Fig. 1: run 1, gate families picked out
Bar = 20 um.
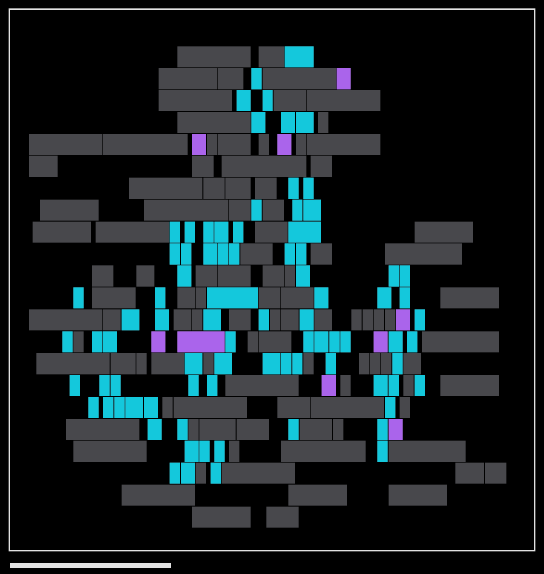
Fig. 2: run 1, where the registers sit
Bar = 20 um. Other sequential cells in the stronger grey, the rest of the logic in the fainter grey.
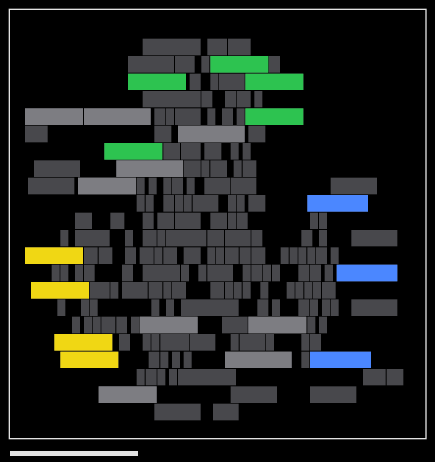
Fig. 3: run 1, clock nets
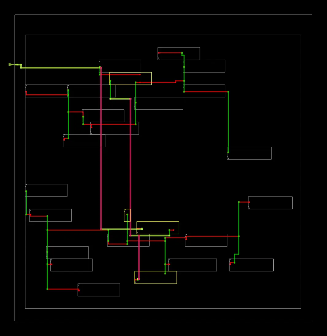
**src/rtl/vcc_pok_seq_pkg.sv**
```systemverilog
// Shared types and helpers for the VCC power-good sequencer.
package vcc_pok_seq_pkg;

   localparam int StateW = 3;

   typedef enum logic [StateW-1:0] {
      ST_OFF      = 3'd0,
      ST_DEBOUNCE = 3'd1,
      ST_RAMP     = 3'd2,
      ST_ON       = 3'd3,
      ST_DOWN     = 3'd4
   } state_e;

   // Clears the highest set bit; on a thermometer code this peels off the top domain.
   function automatic logic [7:0] therm_clr_top(logic [7:0] v);
      logic [7:0] r;
      logic       done;
      r    = v;
      done = 1'b0;
      for (int i = 7; i >= 0; i--) begin
         if (!done && v[i]) begin
            r[i] = 1'b0;
            done = 1'b1;
         end
      end
      return r;
   endfunction

endpackage

```
**src/rtl/prim_flop_2sync.sv**
```systemverilog
// Library two-flop synchronizer primitive with configurable width and reset value.
module prim_flop_2sync #(
   parameter int               Width      = 16,
   parameter logic [Width-1:0] ResetValue = '0
) (
   input  logic             clk_i,
   input  logic             rst_ni,
   input  logic [Width-1:0] d_i,
   output logic [Width-1:0] q_o
);

   logic [Width-1:0] meta;

   always_ff @(posedge clk_i or negedge rst_ni) begin
      if (!rst_ni) begin
         meta <= ResetValue;
         q_o  <= ResetValue;
      end else begin
         meta <= d_i;
         q_o  <= meta;
      end
   end

endmodule

```
**src/rtl/vcc_pok_seq.sv**
```systemverilog
// Power-good sequencer: synchronize/debounce vcc_pok_i, ramp domains up in order, tear down in reverse.
// Optional glitch counter enabled by defining VCC_POK_SEQ_GLITCH_CNT_EN.
module vcc_pok_seq
   import vcc_pok_seq_pkg::*;
#(
   parameter int SyncStages     = 2,
   parameter int DebounceCycles = 16,
   parameter int StepCycles     = 8,
   parameter int NumDomains     = 3
) (
   input  logic                  clk_i,
   input  logic                  rst_ni,
   input  logic                  vcc_pok_i,
   output logic                  pok_sync_o,
   output logic [NumDomains-1:0] dom_en_o,
   output logic                  pwr_good_o,
   output logic                  brownout_o,
   output logic [2:0]            state_o
`ifdef VCC_POK_SEQ_GLITCH_CNT_EN
   ,
   input  logic                  glitch_clr_i,
   output logic [7:0]            glitch_cnt_o
`endif
);

   localparam int DW = $clog2(DebounceCycles + 1);
   localparam int SW = $clog2(StepCycles + 1);
   localparam int IW = $clog2(NumDomains + 1);
   localparam logic [DW-1:0] DbncLast = DW'(DebounceCycles - 1);
   localparam logic [SW-1:0] StepLast = SW'(StepCycles - 1);
   localparam logic [IW-1:0] IdxLast  = IW'(NumDomains - 1);

   logic sync2;

   prim_flop_2sync #(
      .Width      (1),
      .ResetValue (1'b0)
   ) u_sync (
      .clk_i  (clk_i),
      .rst_ni (rst_ni),
      .d_i    (vcc_pok_i),
      .q_o    (sync2)
   );

   // Extra stages beyond the primitive's two when a deeper synchronizer is requested.
   if (SyncStages > 2) begin : g_ext
      logic [SyncStages-3:0] ext;
      always_ff @(posedge clk_i or negedge rst_ni) begin
         if (!rst_ni) begin
            ext <= '0;
         end else begin
            ext[0] <= sync2;
            for (int i = 1; i < SyncStages - 2; i++) ext[i] <= ext[i-1];
         end
      end
      assign pok_sync_o = ext[SyncStages-3];
   end else begin : g_noext
      assign pok_sync_o = sync2;
   end

   state_e                state, state_n;
   logic [DW-1:0]         dbnc_cnt, dbnc_n;
   logic [SW-1:0]         step_cnt, step_n;
   logic [IW-1:0]         idx, idx_n;
   logic [NumDomains-1:0] dom_en, dom_en_n;
   logic                  pwr_good, pg_n, brownout, bo_n;

   always_ff @(posedge clk_i or negedge rst_ni) begin
      if (!rst_ni) begin
         state    <= ST_OFF;
         dbnc_cnt <= '0;
         step_cnt <= '0;
         idx      <= '0;
         dom_en   <= '0;
         pwr_good <= 1'b0;
         brownout <= 1'b0;
      end else begin
         state    <= state_n;
         dbnc_cnt <= dbnc_n;
         step_cnt <= step_n;
         idx      <= idx_n;
         dom_en   <= dom_en_n;
         pwr_good <= pg_n;
         brownout <= bo_n;
      end
   end

   always_comb begin
      state_n  = state;
      dbnc_n   = dbnc_cnt;
      step_n   = step_cnt;
      idx_n    = idx;
      dom_en_n = dom_en;
      pg_n     = pwr_good;
      bo_n     = 1'b0;
      case (state)
         ST_OFF: begin
            dom_en_n = '0;
            pg_n     = 1'b0;
            dbnc_n   = '0;
            step_n   = '0;
            idx_n    = '0;
            if (pok_sync_o) state_n = ST_DEBOUNCE;
         end
         ST_DEBOUNCE: begin
            if (!pok_sync_o) begin
               state_n = ST_OFF;
               dbnc_n  = '0;
            end else if (dbnc_cnt == DbncLast) begin
               state_n  = ST_RAMP;
               dom_en_n = NumDomains'(1);
               step_n   = '0;
               idx_n    = '0;
               dbnc_n   = '0;
            end else begin
               dbnc_n = dbnc_cnt + DW'(1);
            end
         end
         // A pok drop outranks any ramp step scheduled on the same edge.
         ST_RAMP, ST_ON: begin
            if (!pok_sync_o) begin
               state_n  = ST_DOWN;
               pg_n     = 1'b0;
               bo_n     = 1'b1;
               step_n   = '0;
               dom_en_n = NumDomains'(therm_clr_top(8'(dom_en)));
            end else if (state == ST_RAMP) begin
               if (step_cnt == StepLast) begin
                  step_n = '0;
                  if (idx == IdxLast) begin
                     state_n = ST_ON;
                     pg_n    = 1'b1;
                  end else begin
                     dom_en_n = (dom_en << 1) | NumDomains'(1);
                     idx_n    = idx + IW'(1);
                  end
               end else begin
                  step_n = step_cnt + SW'(1);
               end
            end
         end
         ST_DOWN: begin
            pg_n = 1'b0;
            if (dom_en == '0) begin
               state_n = ST_OFF;
            end else begin
               dom_en_n = NumDomains'(therm_clr_top(8'(dom_en)));
               if (dom_en_n == '0) state_n = ST_OFF;
            end
         end
         default: begin
            state_n  = ST_OFF;
            dom_en_n = '0;
            pg_n     = 1'b0;
         end
      endcase
   end

   assign dom_en_o   = dom_en;
   assign pwr_good_o = pwr_good;
   assign brownout_o = brownout;
   assign state_o    = state;

`ifdef VCC_POK_SEQ_GLITCH_CNT_EN
   logic glitch_evt;
   assign glitch_evt = (state == ST_DEBOUNCE && !pok_sync_o) || bo_n;

   always_ff @(posedge clk_i or negedge rst_ni) begin
      if (!rst_ni) begin
         glitch_cnt_o <= '0;
      end else if (glitch_clr_i) begin
         glitch_cnt_o <= '0;
      end else if (glitch_evt && glitch_cnt_o != 8'hFF) begin
         glitch_cnt_o <= glitch_cnt_o + 8'd1;
      end
   end
`endif

endmodule

```
**config.mk**
```make
export PLATFORM = sky130hd
export DESIGN_NAME = vcc_pok_seq
export DESIGN_NICKNAME = d
export VERILOG_FILES = /design/src/rtl/vcc_pok_seq_pkg.sv /design/src/rtl/prim_flop_2sync.sv /design/src/rtl/vcc_pok_seq.sv
export SDC_FILE = /design/constraint.sdc
export NUM_CORES = 1
export LEC_CHECK = 0
export ABC_AREA = 1
export CAP_MARGIN = 20
export CORE_AREA = 2 2 63 65
export CTS_BUF_LIST = sky130_fd_sc_hd__clkbuf_16
export DETAILED_ROUTE_END_ITERATION = 8
export DIE_AREA = 0 0 65 67
export PLACE_DENSITY_LB_ADDON = 0.3
export SYNTH_ARGS = -nofsm -noshare
export SYNTH_HDL_FRONTEND = slang
export SYNTH_HIERARCHICAL = 1
export SYNTH_SLANG_ARGS = --single-unit
```
**constraint.sdc**
```tcl
create_clock -name clk_i -period 1.4 [get_ports clk_i]
set_input_delay 0.28 -clock clk_i [delete_from_list [all_inputs] [get_ports clk_i]]
set_output_delay 0.28 -clock clk_i [all_outputs]
set_load 0.1 [all_outputs]
```
==> out/metrics.yaml <==
ff2ff_path_depth: 6
reg2reg_slack_ns: 0.04
num-fill-cells: 344
wl_per_cell_um: 12.1
die-area_um2: 4360
synth.cell_area_um2: 1220
max_freq_mhz: 730
die_height_um: 67
finalHoldViolations: 0
synth.distinct_cells: 20
route.vias.total: 1176
worstSkewPairLatency_ns: 0.26
gp_congestion: 0.870
diodes: 0
drt_iter0_drc: 60
worstSetupEndpointType: "output pin"
num_io_pins: 12
yosysCellCount: 164
ys_seq_frac: 0.432
grt_usage: 0.156
dr.pass1.iters: 4
p_per_area_nw_per_um2: 2240
dr.max_layer_used: "met4"
syn_inst: 164
status: "finished clean"
reg2reg_to: "state_o[1]"
tightest_slew_ns: 0.285
floorplan.core_util: 0.337
placed_cells: 232
post-route-min-period_ns: 1.37
clk_pin_slew_worst_paths_ns: 0.06
skew_ns: 0.00180
worstHoldEndpoint: "u_sync/q_o"
dp_hpwl_um: 2140
arrival_ns: 1.09
critPathMaxFanout: 6
cts_tree: "yes"
die_w_um: 65
vias_per_cell: 4.86
cts_hold_buf: 0
tns_ns: 0
power.leakage_nw: 0.893
clock_path_buffers: 2
layout_top_cells: "nand2_1 (53), nand3_1 (19), inv_1 (14), dfrtp_1 (14), buf_4 (13)"
slew_viol_final: 0
setup_ws_ns: 0.0294
final_antenna_net_count: 0
critPathRequiredTime_ns: 1.12
drive_gt1_frac: 0.325
hold_class: "reg2reg"
syn_to_final_growth_pct: 47.0
ir_worst_vdd_uv: 1100
core-area_um2: 3610
grt_pass1_wl_um: 5110
wirelength_met1_um: 1260
gr-total-overflow: 0
fin_hold_ws_ns: 0.347
drv_cap: 0
yosys.stat.chipArea_um2: 1220
dpl-instance-area_um2: 1590
setup_viol: 0
min_period_over_period: 0.979
syn_avg_cell_area_um2: 7.42
warning_count: 28
layout.nets: 201
wl_met2_um: 1470
final_cell_area_um2: 1790
synth_warnings: 6
hold_depth: 0
grt_max_degree: 22
grt_pass1_vias: 1197
numPortBuffers: 11
drt-total-wl_um: 2930
min-delay-start: "u_sync/meta"
num_rows: 22
pre_cts_slack_ns: -0.00830
drc: 0
ys_ff: 21
rsz0062_at_grt: "yes"
reg2reg_from: "state_o[2]"
start_kind: "register"
crit_type: "reg2out"
antenna_found_initial: 0
cts_root_buffer: "clkbuf_16"
slew_headroom: 0.810
wl_met3_um: 82
htreeDepth: 1
fp_nets: 170
Back to the opening pictures, Fig. 1:
purple -> aoi and oai cells  # cells 9
cyan -> nand cells  # cells 83, most used nand2_1
most used logic cell in the final layout: nand2_1
Cell Count, Final, Fillers Out: 242
logic share of the area: 0.391

Back to the opening pictures, Fig. 2:
green -> dbnc_cnt  # sequential cells 5, where north
yellow -> step_cnt  # sequential cells 4
blue -> dom_en_o  # sequential cells 3
not coloured = 9

Back to the opening pictures, Fig. 3:
registers: 21
clock buf count: 3
CTS Sinks: 21
TritonCTS buffer count: 3

[run 1: metrics by stage]
| stage | utilization | power (mW) |
|---|---|---|
| 5_1_grt | 0.496 | 4.28 |
| 3_5_place_dp | 0.441 | 3.21 |
| 3_3_place_gp | 0.441 | 3.15 |
| 6_report | 0.496 | 4.01 |
| 4_1_cts | 0.465 | 3.85 |
| 2_1_floorplan | - | 2.42 |
[run 1: critical path, stage by stage, from the launching register on]
cell and delay [ns]:
dfrtp_4 0.53, buf_6 0.15, buf_12 0.16
[run 1: timing repair]
item                       in CTS  in global routing
resized                         0                 19
setup endpoints to repair       3                 16
pin swaps                       1                 11
buffers inserted                1                  5
[run 1: synth_stat cells]
cell     count  area [um^2]
nand2_2      3         18.8
xnor2_1      1         8.76
inv_1       13         48.8
xor2_1       2         17.5
or2_2        2         12.5
nor2_4       2         22.5
dfrtp_1     21          526
nand2_1     55          206
a21oi_1      4         20.0
a21oi_4      1         16.3
nand3_4      1         17.5
buf_2        1         5.00
inv_2        4         15.0
o21ai_0      4         20.0
nor2_1      19         71.3
nor2_2       3         18.8
nand3_1     20          100
nand4_1      4         25.0
ha_1         3         37.5
a22o_1       1         8.76
[run 1: per-layer routing]
| layer | up-vias | GRT usage |
|---|---|---|
| met5 | - | 0 |
| met4 | 0 | 0.120 |
| met3 | 12 | 0.0203 |
| met2 | 18 | 0.263 |
| met1 | 563 | 0.179 |
| li1 | 583 | - |
[run 1: registers in the layout, summed over array words and instances, names as in the netlist]
signal       flops
brownout_o       1
u_sync/q_o       1
step_cnt         4
idx              2
dom_en_o         3
pwr_good_o       1
dbnc_cnt         5
u_sync/meta      1
state_o          3
[run 1: worst max-delay path by stage]
stage	start	end	cells past startpoint
final	state_o[0]	state_o[0]	2
after global routing	state_o[1]	dom_en_o[1]	8
after CTS	state_o[0]	state_o[0]	2
after detailed placement	dbnc_cnt[1]	idx[0]	8
after global placement	dbnc_cnt[1]	step_cnt[1]	8
after floorplan	state_o[2]	step_cnt[3]	9
[run 1: final cells by class]
cell class,count,area [um^2],area share
clock inverter,1,3.75,0.00210
inverter,17,73.8,0.0413
tap,48,60.1,0.0336
multi-input combinational,125,699,0.391
clock buffer,3,75.1,0.0420
sequential,21,544,0.304
timing repair buffer,27,332,0.185
[run 1: where the power goes]
| part | switching (mW) | leakage [nW] | internal (mW) | total (mW) |
|---|---|---|---|---|
| clock | 0.231 | 0.0423 | 0.381 | 0.612 |
| sequential | 0.222 | 0.269 | 0.784 | 1.01 |
| combinational | 1.46 | 0.582 | 0.932 | 2.39 |
| total | 1.92 | 0.893 | 2.10 | 4.01 |
[run 1: kinds of logic after synthesis]
kind of cell	share of synthesized area
AOI/OAI and AO/OA	0.0535
xor gates and xnor gates	0.0216
adders and majority gates	0.0309
buffers and inverters	0.0566
DFF	0.432
and+or+nand+nor	0.405
Power and IR drop assume default switching activity.
